clock_nets.png
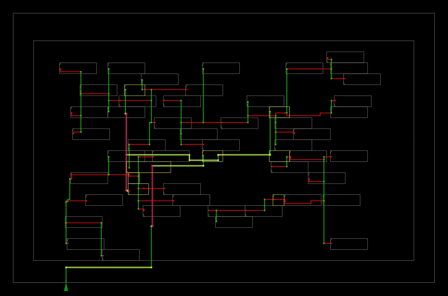
m3.png
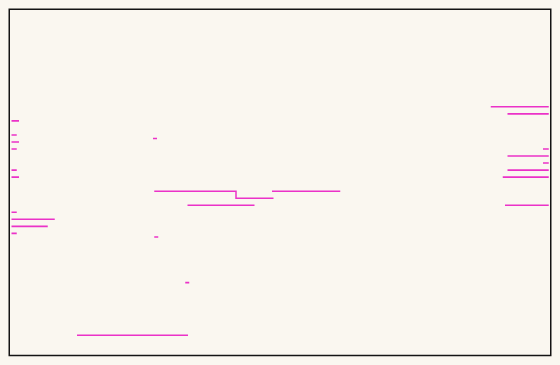
floorplan.png
Bar = 20 um. Pins as bars on the die edge.
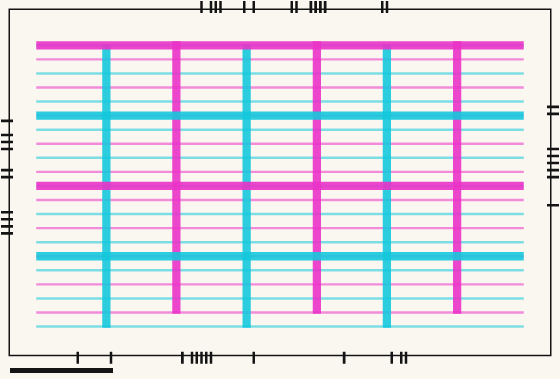
==> config.mk <==
export PLATFORM = sky130hd
export DESIGN_NAME = input_memory_reader
export DESIGN_NICKNAME = d
export VERILOG_FILES = /design/src/rtl/nn_mem_pkg.sv /design/src/rtl/input_memory_reader_elem_fifo2.sv /design/src/rtl/input_memory_reader.sv
export SDC_FILE = /design/constraint.sdc
export NUM_CORES = 1
export LEC_CHECK = 0
export CAP_MARGIN = 5
export CORE_ASPECT_RATIO = 0.6
export CORE_MARGIN = 5
export CORE_UTILIZATION = 45
export CTS_BUF_LIST = sky130_fd_sc_hd__clkbuf_8
export DETAILED_ROUTE_END_ITERATION = 16
export PLACE_DENSITY_LB_ADDON = 0.25
export SLEW_MARGIN = 20
export SYNTH_ARGS = -nofsm -noshare
export SYNTH_HDL_FRONTEND = slang
export SYNTH_HIERARCHICAL = 1
export SYNTH_SLANG_ARGS = --single-unit
==> constraint.sdc <==
create_clock -name clock -period 5.77 [get_ports clock]
set_clock_uncertainty 0.05 [all_clocks]
set_input_delay 0.8655 -clock clock [delete_from_list [all_inputs] [get_ports clock]]
set_output_delay 0.8655 -clock clock [all_outputs]
set_load 0.01 [all_outputs]
==> changes_impl.md <==
## Flow update

- Number of synthesized flops with an enable pin: 0
- Fp_density: a little under half
- Final worst path period share: around 74%
- CORE AREA: about 5100 um^2
- Number of max-cap violations: 0
- Final HPWL DP: 3240 um
- Fraction of final layout cells sized beyond drive strength 1: 27.5%
- Detailed-route wire length on metal 1: 2350 um
- Leak pwr: 1.34 nW
- Combinational Power Share: 19.8%
- Fraction of area in non-clock buffers: between 15 and 20%
- Worst Setup Start Kind: primary input
- WL met3: 145 um
- Mapped Nets: 215
- Total net switching power: about 190 uW
- Vias per std cell: 5.06
- Clock tree buffer depth: 2
- Sequential cell area in the final layout: approximately 1200 um^2
- Number of buffers added by the clock tree synthesis step: 5
- Cell Type Count: 35
- Tool Warnings: 26
- Required time of the critical path: 4.85 ns
- GRT Overall Usage: 13.8%
- Commonest cells in the synthesized netlist: 46 x dfrtp_1, 39 x mux2_2, 11 x and2b_1, 9 x mux2_4, 9 x nor2b_1
- Slew at the pin closest to its max-slew limit: 0.982 ns
- Sequence of cells on the critical path: clkdlybuf4s50_1 > o21ai_1 > nor2_1 > o21ai_0 > fa_1 > nand4bb_4 > nor3_2 > clkdlybuf4s50_1
- Combinational gate count: around 130
- 1st-iter DRT viols: 33
- Sequential fraction of the synthesis area: between 40% and 50%
- Clock tree cell share of total cell area: 3.83%
- Final setup viols: 0
- CTS Root Buffer Type: clkbuf_8
- Sum of negative setup slack: 0 ns
- Cell Pwr Density: between 200 and 300 nW/um^2
- Mapped cell area: ~2400 um^2
- Count of final hold-check violations: 0
- FILL cells: 433
- Number of cells traversed by the worst register-to-register path: 4
- Routed len/inst: 15.2 um
- Cell with the biggest individual delay on the critical path: clkdlybuf4s50_1
- Top area cell types: dfrtp_1 48%, mux2_2 18%, mux2_4 5.6%, and2b_1 3.4%, nor2b_1 2.3%
- Inserted tap cell count: 66
- DRC: 0
- Count of instantiated cells in the yosys netlist: 190
- Routed wire length on met2: 2030 um
- Most numerous cell in the Yosys netlist: dfrtp_1
- Min cycle time layout: 4.29 ns
- DIE AREA: slightly below 7000 um^2
- Unrepaired setup endpoints after global routing: no
- Clock-pin slew on the worst setup and hold paths: approximately 0.080 ns
- Avg Synthesized Cell Area: 12.7 um^2
- Internal Pwr Total: approximately 610 uW
- Antenna cell count: 0
- Plain + repair buffers: 46
- CP Buf/Inv Count: 2
- Switching share of power: 23.3%
- Max Freq: 233 MHz
- Nonclk inv count: 7
- Clock power share: 29.9%
- Number of pins with negative max-slew slack in the final report: 0
- Count of standard-cell rows: 20
- Cells resized by post-CTS repair: 0
- Top cell type's share of synthesized area: 47.8%
- Total global routing overflow: 0
- Run status: finished, final reports clean
- Top routing layer in use: met4
- Area delta synth->final: 23.4%
- Met1 Track Usage GR: 18.8%
- Largest fanout on the critical path: 5
- Top logic cells by instance count in the layout: 46 x dfrtp_1, 43 x clkdlybuf4s50_1, 39 x mux2_2
- Cell class contributing the biggest share of worst-path delay: buffers and inverters
- Flop2flop setup slack: around 3.0 ns
- Total combinational power: 158 uW
- Endpoint class of the critical path: output pin
- Pwr top: registers
- Number of register bits inferred by synthesis: ~46
- Number of setup buffers added after CTS: 0
- Sequential power: 401 uW
- Flip-flop cell with the highest count after synthesis: dfrtp_1
- CP dominant cell by count: clkdlybuf4s50_1
- Count of port buffers added during placement: 44
- Min Hold Slack: 0.458 ns
- Part of the total power dissipated in sequential elements: 50.3%
- TritonCTS clock tree: done
- Cell class ranked first by area: sequential cells
- Most common library cell in the layout ignoring fill and taps: dfrtp_1
- First-pass GRT wire length: around 7700 um
- Kind of critical path: in -> out
- Drt first pass iters: 3
Back to the opening pictures, clock_nets.png:
Sink Count: 46
clock network power: 238 uW
layout clock buffer count: 5
clock latency of the later-clocked register in the worst-skew pair: 0.30 ns
registers: 46

Back to the opening pictures, m3.png:
- nets with wire on the layer: 20
- share of all routed wire: 3.2%
- wire length on this layer: 145 um
- main direction: horizontal
met3 demand-to-capacity share in global routing: 3.68%
number of vias after detailed routing: 1,512
detailed-route wire length: 4550 um

Back to the opening pictures, floorplan.png:
- VSS: cyan
- VDD: magenta
- met1 rails: 21
- rows: 20
- met5 straps: 4
worst ir drop on vdd: 0.120 mV
Die Span X: 104 um

==> stage by stage <==
stage | setup WS [ns] | power (mW) | cell area, um^2 | instances | util, %
finish | 1.48 | 0.797 | 2970 | 299 | 57.9
global route | 1.31 | 0.840 | 2970 | 299 | 57.9
detailed placement | 1.48 | 0.566 | 2860 | 291 | 55.7
floorplan | 2.64 | 0.513 | 2410 | 190 | -
CTS | 1.47 | 0.808 | 2970 | 299 | 57.9
global placement | 1.53 | 0.561 | 2860 | 291 | 55.7
==> kinds of logic after synthesis <==
family                     after synthesis  share of synthesized area (%)
muxes                                   51                           25.1
adders and majority gates                4                           2.39
xor gates and xnor gates                 4                           1.45
AOI/OAI and AO/OA                       15                           3.69
and+or+nand+nor                         52                           14.9
DFF                                     46                           47.8
buffers and inverters                   18                           4.68
No activity file was given, so power comes from the tool's default toggle rates.
